==> images/closeup.png <==
Region (69, 16) to (89, 36) um. Cells in grey, sequential cells in the stronger grey; small squares are vias.
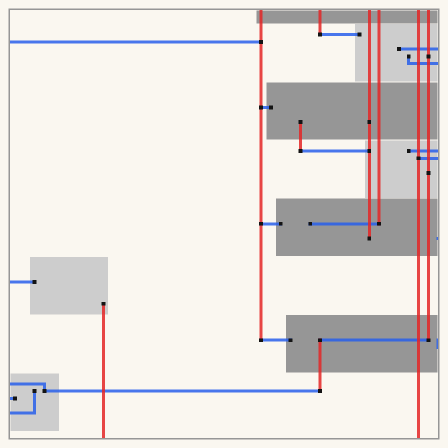
==> images/clock_wires.png <==
Drawn at 2 px/um.
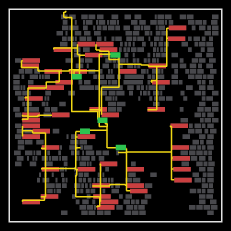
==> images/congestion_map.png <==
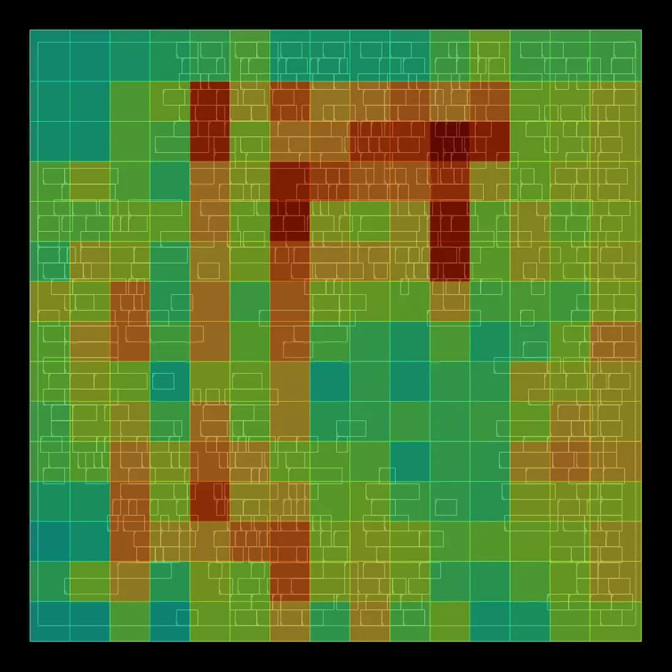
==> images/layers.png <==
Drawn at 4 px/um.
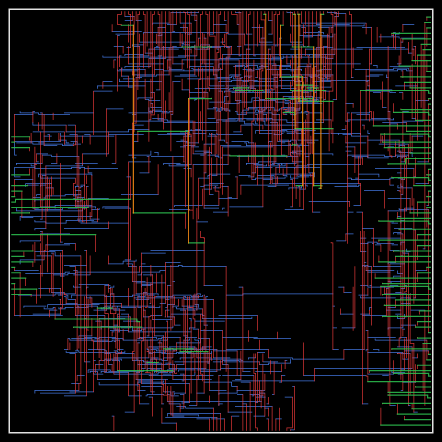
### src/rtl/fwnoc_host_ep.sv
// Host-side fwnoc endpoint: packetizes user TX requests onto the router ingress
// and depacketizes router egress traffic addressed to this tile.
module fwnoc_host_ep #(
  parameter int X_ID = 0,
  parameter int Y_ID = 0
) (
  input  logic        clock,
  input  logic        reset,
  output logic [31:0] noc_e_dat,
  output logic        noc_e_valid,
  input  logic        noc_e_ready,
  input  logic [31:0] noc_i_dat,
  input  logic        noc_i_valid,
  output logic        noc_i_ready,
  input  logic        tx_req_valid,
  output logic        tx_req_ready,
  input  logic [1:0]  tx_dst_x,
  input  logic [1:0]  tx_dst_y,
  input  logic [7:0]  tx_len,
  input  logic [31:0] tx_dat,
  input  logic        tx_valid,
  output logic        tx_ready,
  output logic        tx_err,
  output logic        rx_hdr_valid,
  output logic [1:0]  rx_src_x,
  output logic [1:0]  rx_src_y,
  output logic [7:0]  rx_len,
  output logic [31:0] rx_dat,
  output logic        rx_valid,
  input  logic        rx_ready,
  output logic        rx_last,
  output logic [7:0]  rx_drop_cnt
);
  localparam logic [1:0] MY_X = X_ID[1:0];
  localparam logic [1:0] MY_Y = Y_ID[1:0];

  typedef enum logic [1:0] {T_IDLE, T_HDR, T_BODY, T_DISC} tx_st_e;
  typedef enum logic [1:0] {R_HDR, R_BODY, R_DROP} rx_st_e;

  tx_st_e      tx_st_q;
  logic [3:0]  tx_dst_q;
  logic [7:0]  tx_cnt_q;
  logic        tx_err_q;
  rx_st_e      rx_st_q;
  logic [7:0]  rx_cnt_q;
  logic [1:0]  rx_src_x_q, rx_src_y_q;
  logic [7:0]  rx_len_q, rx_drop_q;
  logic        rx_hdr_q;

  logic tx_self, rx_match;
  assign tx_self  = (tx_dst_x == MY_X) && (tx_dst_y == MY_Y);
  assign rx_match = (noc_i_dat[1:0] == MY_X) && (noc_i_dat[3:2] == MY_Y);

  always_ff @(posedge clock or negedge reset) begin
    if (!reset) begin
      tx_st_q  <= T_IDLE;
      tx_dst_q <= '0;
      tx_cnt_q <= '0;
      tx_err_q <= 1'b0;
    end else begin
      tx_err_q <= 1'b0;
      case (tx_st_q)
        T_IDLE: if (tx_req_valid) begin
          tx_dst_q <= {tx_dst_y, tx_dst_x};
          tx_cnt_q <= tx_len;
          if (tx_self) begin
            tx_err_q <= 1'b1;
            tx_st_q  <= (tx_len == 8'd0) ? T_IDLE : T_DISC;
          end else begin
            tx_st_q  <= T_HDR;
          end
        end
        T_HDR: if (noc_e_ready) tx_st_q <= (tx_cnt_q == 8'd0) ? T_IDLE : T_BODY;
        T_BODY: if (tx_valid && noc_e_ready) begin
          tx_cnt_q <= tx_cnt_q - 8'd1;
          if (tx_cnt_q == 8'd1) tx_st_q <= T_IDLE;
        end
        T_DISC: if (tx_valid) begin
          tx_cnt_q <= tx_cnt_q - 8'd1;
          if (tx_cnt_q == 8'd1) tx_st_q <= T_IDLE;
        end
        default: tx_st_q <= T_IDLE;
      endcase
    end
  end

  always_ff @(posedge clock or negedge reset) begin
    if (!reset) begin
      rx_st_q    <= R_HDR;
      rx_cnt_q   <= '0;
      rx_src_x_q <= '0;
      rx_src_y_q <= '0;
      rx_len_q   <= '0;
      rx_drop_q  <= '0;
      rx_hdr_q   <= 1'b0;
    end else begin
      rx_hdr_q <= 1'b0;
      case (rx_st_q)
        R_HDR: if (noc_i_valid) begin
          rx_cnt_q <= noc_i_dat[15:8];
          if (rx_match) begin
            rx_src_x_q <= noc_i_dat[5:4];
            rx_src_y_q <= noc_i_dat[7:6];
            rx_len_q   <= noc_i_dat[15:8];
            rx_hdr_q   <= 1'b1;
            rx_st_q    <= (noc_i_dat[15:8] == 8'd0) ? R_HDR : R_BODY;
          end else begin
            if (rx_drop_q != 8'hFF) rx_drop_q <= rx_drop_q + 8'd1;
            rx_st_q <= (noc_i_dat[15:8] == 8'd0) ? R_HDR : R_DROP;
          end
        end
        R_BODY: if (noc_i_valid && rx_ready) begin
          rx_cnt_q <= rx_cnt_q - 8'd1;
          if (rx_cnt_q == 8'd1) rx_st_q <= R_HDR;
        end
        R_DROP: if (noc_i_valid) begin
          rx_cnt_q <= rx_cnt_q - 8'd1;
          if (rx_cnt_q == 8'd1) rx_st_q <= R_HDR;
        end
        default: rx_st_q <= R_HDR;
      endcase
    end
  end

  // Handshake and data outputs are decoded from state and forced low during reset.
  always_comb begin
    noc_e_dat    = '0;
    noc_e_valid  = 1'b0;
    tx_req_ready = 1'b0;
    tx_ready     = 1'b0;
    case (tx_st_q)
      T_IDLE: tx_req_ready = 1'b1;
      T_HDR: begin
        noc_e_valid = 1'b1;
        noc_e_dat   = {16'h0000, tx_cnt_q, MY_Y, MY_X, tx_dst_q};
      end
      T_BODY: begin
        noc_e_valid = tx_valid;
        noc_e_dat   = tx_dat;
        tx_ready    = noc_e_ready;
      end
      T_DISC: tx_ready = 1'b1;
      default: ;
    endcase
    if (!reset) begin
      noc_e_dat    = '0;
      noc_e_valid  = 1'b0;
      tx_req_ready = 1'b0;
      tx_ready     = 1'b0;
    end
  end

  always_comb begin
    noc_i_ready = 1'b0;
    rx_valid    = 1'b0;
    rx_dat      = '0;
    rx_last     = 1'b0;
    case (rx_st_q)
      R_HDR:  noc_i_ready = 1'b1;
      R_BODY: begin
        noc_i_ready = rx_ready;
        rx_valid    = noc_i_valid;
        rx_dat      = noc_i_dat;
        rx_last     = (rx_cnt_q == 8'd1);
      end
      R_DROP: noc_i_ready = 1'b1;
      default: ;
    endcase
    if (!reset) begin
      noc_i_ready = 1'b0;
      rx_valid    = 1'b0;
      rx_dat      = '0;
      rx_last     = 1'b0;
    end
  end

  assign tx_err       = tx_err_q;
  assign rx_hdr_valid = rx_hdr_q;
  assign rx_src_x     = rx_src_x_q;
  assign rx_src_y     = rx_src_y_q;
  assign rx_len       = rx_len_q;
  assign rx_drop_cnt  = rx_drop_q;
endmodule

### config.mk
export PLATFORM = sky130hd
export DESIGN_NAME = fwnoc_host_ep
export DESIGN_NICKNAME = d
export VERILOG_FILES = /design/src/rtl/fwnoc_host_ep.sv
export SDC_FILE = /design/constraint.sdc
export NUM_CORES = 1
export LEC_CHECK = 0
export CORE_UTILIZATION = 30
export CTS_CLUSTER_SIZE = 28
export DETAILED_ROUTE_END_ITERATION = 8
export PLACE_DENSITY = 0.73
export SYNTH_ARGS = -nofsm -noshare
export SYNTH_HDL_FRONTEND = slang
export SYNTH_SLANG_ARGS = --single-unit
### constraint.sdc
create_clock -name clock -period 5.2 [get_ports clock]
set_input_delay 0.78 -clock clock [delete_from_list [all_inputs] [get_ports clock]]
set_output_delay 0.78 -clock clock [all_outputs]
set_load 0.01 [all_outputs]
==> run notes <==
This memo summarizes the results of the implementation run.

Synth
The area share of and-or/or-and cells after synthesis is 0.1547. The post-synthesis instance area is 3212 um^2. Yosys shows that the main logic family after synthesis is simple AND/OR/NAND/NOR gates.

The prevailing post-synth register cell is sky130_fd_sc_hd__dfrtp_1. Yosys reports that the most numerous cell types are sky130_fd_sc_hd__and3_1 (53), sky130_fd_sc_hd__dfrtp_1 (46), sky130_fd_sc_hd__nor2_1 (35), sky130_fd_sc_hd__nand2_1 (21), sky130_fd_sc_hd__ha_1 (17). The area share of and/or/nand/nor cells after synthesis is 0.2668. Of the total synthesized cell area, the portion taken by XOR and XNOR cells is 0.01909.

The warning tally printed by Yosys for this design is 0. The library cell with the highest instance count after synthesis is sky130_fd_sc_hd__and3_1. The synthesized design contains 0 enable-type register cells.

The synth_stat.txt file lists the number of cells as 353. The share of synthesized area in the top cell type comes to 0.3584. Summing all multiplexer cells gives an area fraction of 0.08181.

Yosys attributes the largest share of cell area to sky130_fd_sc_hd__dfrtp_1 (36%), sky130_fd_sc_hd__and3_1 (10%), sky130_fd_sc_hd__ha_1 (6.6%), sky130_fd_sc_hd__mux2_2 (4.2%), sky130_fd_sc_hd__nor2_1 (4.1%).

Floorplan
The floorplan step records an initial core utilization of 0.3097. The overall die size recorded for this design is 11120 um^2.

Power and ir drop
The combinational group power is 1.21 mW. In this run the power spent charging and discharging nets is 895.3 uW. The proportion of power drawn by the clock network is 0.126. The top contributor to total power is combinational cells. The internal power of the cells totals 1.271 mW. In this run the VDD rail shows a maximum IR drop of about 0.00023 V. The power share of the sequential group is 0.317. The part of the power in combinational logic is 0.557. The power report puts the leakage power at 2.241 nW.

CTS
The cts-stage hold buffer count is 0. The CTS tree is yes. CTS built an H-tree with a depth of 2. In this run the deepest clock path goes through 2 buffers. The number of gates resized after cts is 0. The clock transition at the registers of the reported paths is 0.08 ns. The number of setup buffers added after CTS is 0. The number of buffers created by CTS is 5. The number of sinks handled by clock tree synthesis is roughly 46. The tree is rooted in a sky130_fd_sc_hd__clkbuf_8.

Setup path
Counting both buffers and inverters, the worst setup path holds a total of 2. The data required time at the worst endpoint is approximately 4.4 ns. Max fanout on the critical path was recorded as 89. The kind of end point of the critical path is a primary output. For the worst setup path, the data arrival time is 2.67 ns. The kind of cell adding the most delay to the critical path is buffers and inverters. The slowest stage of the critical path is the sky130_fd_sc_hd__buf_4 cell.

Final timing
The post-layout minimum cycle time is 3.449 ns. Setup repair after global routing left no endpoint under its margin. The number of hold violations in the final report is 0. The worst hold slack across all endpoints is 0.4869 ns. The final period utilization is 0.6632. The final-layout setup total negative slack is 0 ns. Looking at the max-slew report, the worst-margin pin has a slew of 0.9304 ns. Checking max transition, the worst relative margin is 0.3770. Counting pins that exceed their max-slew limit in the final report gives 0. The number of endpoints failing setup at the final stage is 0.

Route
The mean number of vias per cell is around 5.2. The detailed router finished its first iteration with 161 violations. The met3 layer wire length in the routed design is approximately 850 um. In the final routing, the length of wire on met1 measures 3998 um. Per the detail_route log, met2 wirelength is between 5000 and 6000 um.

After detailed routing, the number of remaining DRC violations is 0.

Placement
In the placement report, post-DP HPWL is listed as 8022 um. The buffer_ports step reported a buffer count of 174. The detailed placer reported the number of placed instances as 641.

Final layout
The final standard cell count with taps included and fillers excluded is 649. The most frequently placed logic cell in the final layout is sky130_fd_sc_hd__clkdlybuf4s50_1. 0 antenna diodes ended up in the layout. The layout cell share with drive strength beyond 1 is 0.06628. Leaving out fill and tap cells, the most frequent cells in the layout are sky130_fd_sc_hd__clkdlybuf4s50_1 (173), sky130_fd_sc_hd__and3_1 (53), sky130_fd_sc_hd__dfrtp_1 (46).

Global routing
The initial antenna violation count is 0. met2 track demand over resource after global routing is 0.3224.

Outcome
The flow ran to the end, and the final reports show no timing, DRC or antenna violations.

Job
The count of max-cap constraint violations is 0.

Min path
The path type of the worst min-delay path is register to register.
## Picture notes: closeup.png
- red: M2
- blue: M1
- sequential cells in the window: 3
- cells with their middle in the window: 7
- most frequent: dfrtp_1 (3), mux2_1 (2)

## Picture notes: clock_wires.png
- yellow: clock wires (length 699 um)
- green: clock-net drivers (count 5)
- red: flip-flops (count 46)
- flops lie: all over the die
- routed clock nets: 6
maximum clock skew at final layout: 0.008952 ns
clk latency late pin: 0.30 ns

## Picture notes: congestion_map.png
Layout Utilization: 0.4948
detail-routed net length per standard cell: 15.87 um
GR peak layer: met2
Global Route met1 Usage: 0.2005
fraction of met3 tracks used by global routing: 0.04453

## Picture notes: layers.png
- blue: M1 (wire length 4000 um)
- red: M2 (wire length 5190 um)
- green: M3 (wire length 846 um)
- orange: M4 (wire length 273 um)
via count: 3344
Total GRT Usage: 0.1788
Final Routed Wirelength: 10300 um

## per-stage QoR
stage	area (um^2)	setup WS, ns	power [mW]
finish	5131	1.751	2.166
detailed placement	5022	1.693	1.898
CTS	5131	1.684	2.183
global route	5131	1.474	2.334
global placement	5022	1.796	1.854
floorplan	3212	2.895	1.425
## worst paths after layout
check                            start             to  slack, ns  depth (start not counted)
max                              reset  noc_e_dat[15]       1.75                          4
min                        rx_src_x[1]    rx_src_x[1]       0.49                          1
max reg2reg                 rx_st_q[1]    rx_cnt_q[5]       2.61                          6
min reg2reg                rx_src_x[1]    rx_src_x[1]       0.49                          1
max in group asynchronous        reset      rx_len[3]       3.95                          2
min in group asynchronous        reset    tx_dst_q[0]       0.56                          1
## state kept, by name, indices dropped and copies added (netlist names)
| signal | cells |
|---|---|
| tx_cnt_q | 8 |
| rx_src_y | 2 |
| rx_hdr_valid | 1 |
| rx_len | 8 |
| rx_cnt_q | 8 |
| rx_src_x | 2 |
| rx_st_q | 2 |
| rx_drop_cnt | 8 |
| tx_dst_q | 4 |
| tx_err | 1 |
| tx_st_q | 2 |
## worst reg2reg max path, cell delays in order (launching register included)
cell and delay, ns:
sky130_fd_sc_hd__dfrtp_1 0.44, sky130_fd_sc_hd__inv_1 0.10, sky130_fd_sc_hd__ha_1 0.76, sky130_fd_sc_hd__a21bo_2 0.33
sky130_fd_sc_hd__o211ai_1 0.43, sky130_fd_sc_hd__nor4b_1 0.13, sky130_fd_sc_hd__a211o_1 0.30
## cell type report
class,instances,area (um^2)
fill,974,5239
sequential,46,1151
clock buffer,5,68.82
tap,136,170.2
clock inverter,3,40.04
multi-input combinational,268,1891
timing repair buffer,176,1754
inverter,15,56.30
Power and IR drop assume default switching activity.
